`config.mk`:
```
export PLATFORM = sky130hd
export DESIGN_NAME = rf_write_queue
export DESIGN_NICKNAME = d
export VERILOG_FILES = /design/src/rtl/rv_pkg.sv /design/src/rtl/rf_wq_fifo.sv /design/src/rtl/rf_write_queue.sv
export SDC_FILE = /design/constraint.sdc
export NUM_CORES = 1
export LEC_CHECK = 0
export ABC_CLOCK_PERIOD_IN_PS = 2200
export CAP_MARGIN = 30
export CORE_MARGIN = 2
export CORE_UTILIZATION = 40
export CTS_CLUSTER_SIZE = 14
export DETAILED_ROUTE_END_ITERATION = 16
export PLACE_DENSITY_LB_ADDON = 0.3
export SLEW_MARGIN = 20
export SYNTH_ARGS = -nofsm -noshare
export SYNTH_HDL_FRONTEND = slang
export SYNTH_HIERARCHICAL = 1
export SYNTH_SLANG_ARGS = --single-unit
```
`constraint.sdc`:
```
create_clock -name clk -period 2.2 [get_ports clk]
set_clock_uncertainty 0.1 [all_clocks]
set_input_delay 0.22 -clock clk [delete_from_list [all_inputs] [get_ports clk]]
set_output_delay 0.22 -clock clk [all_outputs]
set_load 0.01 [all_outputs]
```
`src/rtl/rv_pkg.sv`:
```
// Shared register-file definitions: widths, the hard-wired zero register and
// the write-request record used by the write queue and the register file.
package rv_pkg;

  localparam int DATA_W = 8;
  localparam int ADDR_W = 3;

  // Register x0 reads as zero, so writes to it are dropped.
  localparam logic [ADDR_W-1:0] REG_ZERO = '0;

  typedef struct packed {
    logic [ADDR_W-1:0] addr;
    logic [DATA_W-1:0] data;
  } wr_req_t;

endpackage

```
`src/rtl/rf_wq_fifo.sv`:
```
// Circular write-request store for the register-file write queue.
// Occupancy comes from an explicit counter, so the pointers only need to wrap.
// Per-entry valid/address vectors are exported for the pending-write compare.
module rf_wq_fifo
  import rv_pkg::*;
#(
  parameter int DATA_W = 8,
  parameter int ADDR_W = 3,
  parameter int DEPTH  = 4,
  localparam int CW    = $clog2(DEPTH) + 1,
  localparam int PW    = $clog2(DEPTH)
) (
  input  logic                    clk,
  input  logic                    rst,
  input  logic                    push,
  input  logic [ADDR_W-1:0]       push_addr,
  input  logic [DATA_W-1:0]       push_data,
  input  logic                    pop,
  input  logic                    flush,
  output logic [ADDR_W-1:0]       head_addr,
  output logic [DATA_W-1:0]       head_data,
  output logic [CW-1:0]           count,
  output logic [DEPTH-1:0]        ent_valid,
  output logic [DEPTH*ADDR_W-1:0] ent_addr
);

  logic [ADDR_W-1:0] addr_mem [DEPTH];
  logic [DATA_W-1:0] data_mem [DEPTH];
  logic [PW-1:0]     wr_ptr;
  logic [PW-1:0]     rd_ptr;
  logic [PW-1:0]     offset;

  // Pointer and occupancy bookkeeping; flush empties the queue at the edge.
  always_ff @(posedge clk or negedge rst) begin
    if (!rst) begin
      wr_ptr <= '0;
      rd_ptr <= '0;
      count  <= '0;
    end else if (flush) begin
      wr_ptr <= '0;
      rd_ptr <= '0;
      count  <= '0;
    end else begin
      if (push) wr_ptr <= wr_ptr + 1'b1;
      if (pop)  rd_ptr <= rd_ptr + 1'b1;
      case ({push, pop})
        2'b10:   count <= count + 1'b1;
        2'b01:   count <= count - 1'b1;
        default: count <= count;
      endcase
    end
  end

  // Entry storage carries no reset; only entries inside the occupancy window are meaningful.
  always_ff @(posedge clk) begin
    if (push && !flush) begin
      addr_mem[wr_ptr] <= push_addr;
      data_mem[wr_ptr] <= push_data;
    end
  end

  assign head_addr = addr_mem[rd_ptr];
  assign head_data = data_mem[rd_ptr];

  // An entry is live when its distance ahead of the read pointer is below the count.
  always_comb begin
    ent_valid = '0;
    ent_addr  = '0;
    offset    = '0;
    for (int i = 0; i < DEPTH; i++) begin
      offset       = PW'(i) - rd_ptr;
      ent_valid[i] = ({1'b0, offset} < count);
      ent_addr[i*ADDR_W +: ADDR_W] = addr_mem[i];
    end
  end

endmodule

```
`src/rtl/rf_write_queue.sv`:
```
// Buffered write-side driver for the register file: accepts writes over a
// valid/ready handshake, drains at most one per cycle onto wa3/wd3/we3, drops
// writes to x0, and flags pending writes for two read addresses.
module rf_write_queue
  import rv_pkg::*;
#(
  parameter int DATA_W = rv_pkg::DATA_W,
  parameter int ADDR_W = rv_pkg::ADDR_W,
  parameter int DEPTH  = 4
) (
  input  logic                   clk,
  input  logic                   rst,
  input  logic                   req_valid,
  output logic                   req_ready,
  input  logic [ADDR_W-1:0]      req_addr,
  input  logic [DATA_W-1:0]      req_data,
  input  logic                   drain_en,
  input  logic                   flush,
  output logic [ADDR_W-1:0]      wa3,
  output logic [DATA_W-1:0]      wd3,
  output logic                   we3,
  input  logic [ADDR_W-1:0]      chk_a1,
  input  logic [ADDR_W-1:0]      chk_a2,
  output logic                   pend1,
  output logic                   pend2,
  output logic [$clog2(DEPTH):0] count,
  output logic [7:0]             drop_cnt
);

  localparam int CW = $clog2(DEPTH) + 1;
  localparam logic [CW-1:0]     FULL_CNT = CW'(DEPTH);
  localparam logic [ADDR_W-1:0] ZERO_ADDR = ADDR_W'(REG_ZERO);

  logic                    accept;
  logic                    is_x0;
  logic                    push;
  logic                    pop;
  logic [ADDR_W-1:0]       head_addr;
  logic [DATA_W-1:0]       head_data;
  logic [DEPTH-1:0]        ent_valid;
  logic [DEPTH*ADDR_W-1:0] ent_addr;

  // Ready ignores any same-cycle pop so a full queue always stalls one cycle.
  assign req_ready = (count != FULL_CNT) && !flush;
  assign accept    = req_valid && req_ready;
  assign is_x0     = (req_addr == ZERO_ADDR);
  assign push      = accept && !is_x0;
  assign pop       = (count != '0) && drain_en && !flush;

  rf_wq_fifo #(
    .DATA_W (DATA_W),
    .ADDR_W (ADDR_W),
    .DEPTH  (DEPTH)
  ) u_fifo (
    .clk       (clk),
    .rst       (rst),
    .push      (push),
    .push_addr (req_addr),
    .push_data (req_data),
    .pop       (pop),
    .flush     (flush),
    .head_addr (head_addr),
    .head_data (head_data),
    .count     (count),
    .ent_valid (ent_valid),
    .ent_addr  (ent_addr)
  );

  // Register-file write port: pulse we3 on each pop, hold address/data otherwise.
  always_ff @(posedge clk or negedge rst) begin
    if (!rst) begin
      we3 <= 1'b0;
      wa3 <= '0;
      wd3 <= '0;
    end else if (pop) begin
      we3 <= 1'b1;
      wa3 <= head_addr;
      wd3 <= head_data;
    end else begin
      we3 <= 1'b0;
    end
  end

  // Saturating count of x0 writes that were consumed and thrown away.
  always_ff @(posedge clk or negedge rst) begin
    if (!rst) begin
      drop_cnt <= '0;
    end else if (accept && is_x0 && (drop_cnt != 8'hFF)) begin
      drop_cnt <= drop_cnt + 8'd1;
    end
  end

  // Pending when a live entry or the in-flight write targets the checked register.
  always_comb begin
    pend1 = 1'b0;
    pend2 = 1'b0;
    for (int i = 0; i < DEPTH; i++) begin
      if (ent_valid[i] && (ent_addr[i*ADDR_W +: ADDR_W] == chk_a1)) pend1 = 1'b1;
      if (ent_valid[i] && (ent_addr[i*ADDR_W +: ADDR_W] == chk_a2)) pend2 = 1'b1;
    end
    if (we3 && (wa3 == chk_a1)) pend1 = 1'b1;
    if (we3 && (wa3 == chk_a2)) pend2 = 1'b1;
    if (chk_a1 == ZERO_ADDR) pend1 = 1'b0;
    if (chk_a2 == ZERO_ADDR) pend2 = 1'b0;
  end

endmodule

```
==> run_results.csv <==
group,metric,value,unit
sta,slew_violations,0,
logic_synthesis,ys_area,3488,um2
detailed_routing,routedWlPerCell,15.47,um
global_route,globalRouteOverflowTotal,0,
floorplan,rows,34,
detailed_routing,drtIter0Drc,42,
global_route,grtUsageMet1,18.55,%
clocking,clk_pin_slew,0.08,ns
cells_and_area,area_growth,32.93,%
status,run_status,"finished, violations left",
global_route,antenna_found_initial,0,
worst_setup_path,r2r-start,"u_fifo/count[1]$_DFFE_PN0P_",
status,violations,"negative setup slack",
worst_setup_path,reg2regPathDepth,10,
cells_and_area,fin_cells,433,
sta,worst_pin_slew,0.3877,ns
sta,finalSetupViolCount,2,
floorplan,core-area,8593,um2
logic_synthesis,synth_top_area_share,37.88,%
detailed_routing,wl_met1,3004,um
cells_and_area,num_antenna_cells,0,
sta,fin_ws,-0.1169,ns
floorplan,die_x,97.39,um
worst_setup_path,r2r_end,"u_fifo/count[2]$_DFFE_PN0P_",
flow_run,warning_count,32,
[repair_timing]
item,CTS,global route
resized,18,7
setup buffers,1,2
setup endpoints to repair,46,48
pin swaps,1,8
hold buffers,0,0
[cell type report]
type                    count  area, um2
fillers                   745       3956
flip-flops and latches     71       2002
multi-input cells         146       1459
repair buffers             87      795.8
well taps                 108      135.1
clock buffers               9      123.9
clock inverters             7      102.6
inverters                   5      18.77
[report_power, final]
part / internal, uW / switching [uW] / total [uW]
registers: 1570 / 130 / 1700
logic: 543 / 332 / 875
clock network: 652 / 527 / 1180
[registers in the layout, summed over array words and instances, names as in the netlist]
signal	flops
drop_cnt	8
u_fifo/data_mem	32
u_fifo/rd_ptr	2
we3	1
u_fifo/addr_mem	12
u_fifo/wr_ptr	2
wd3	8
u_fifo/count	3
wa3	3
Clock wiring as the flow saved it:
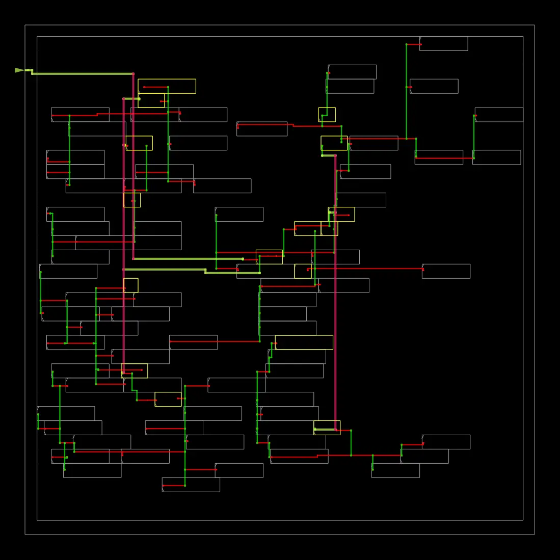
clk sink count: 71
Seq Cell Count: 71
Num CTS Buffers: 9
Clock Buffer Count: 9
later-pin clock latency in the skew report: 0.35 ns

M3 wires:
Scale bar: 20 um.
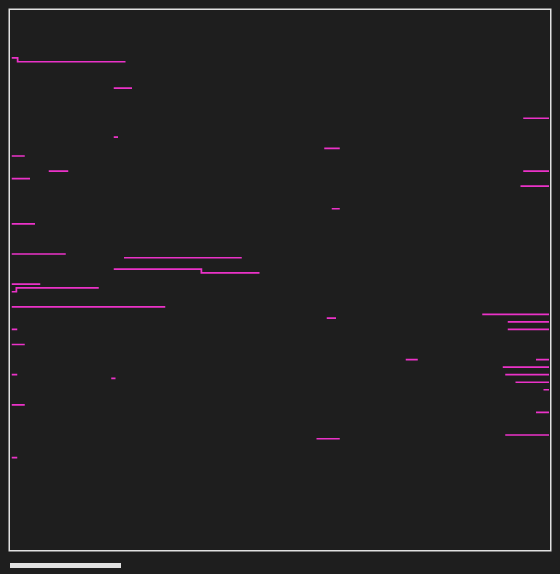
main direction: horizontal
longest straight run: 27.4 um
wire length on this layer: 232 um
share of all routed wire: 3.5%

Routed metal per tile:
Scale bar: 20 um. The die is cut into 19 by 19 equal tiles; dark blue is low, red is high, scaled to the fullest tile. Values are wire area over tile area, all layers added.
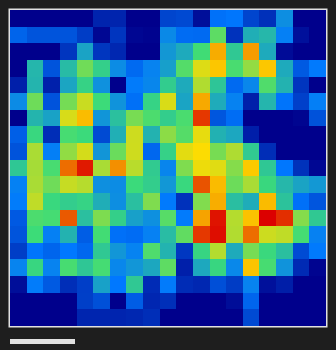
nearly empty tiles: 18%
fullest tile: 0.34
densest ninth of the die: center
mean over tiles: 0.11

The metal 1 layer:
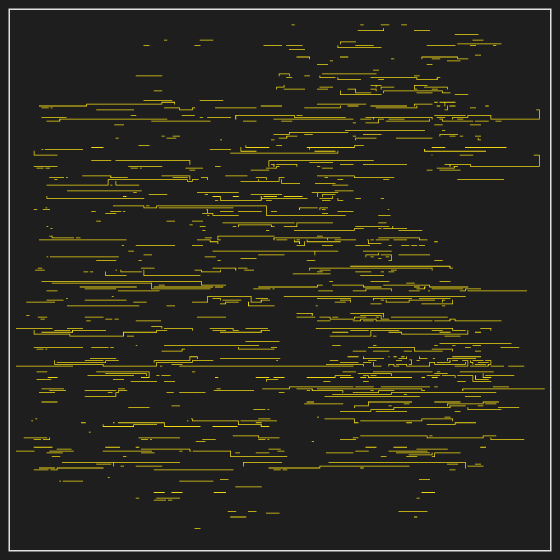
share of all routed wire: 45%
main direction: horizontal

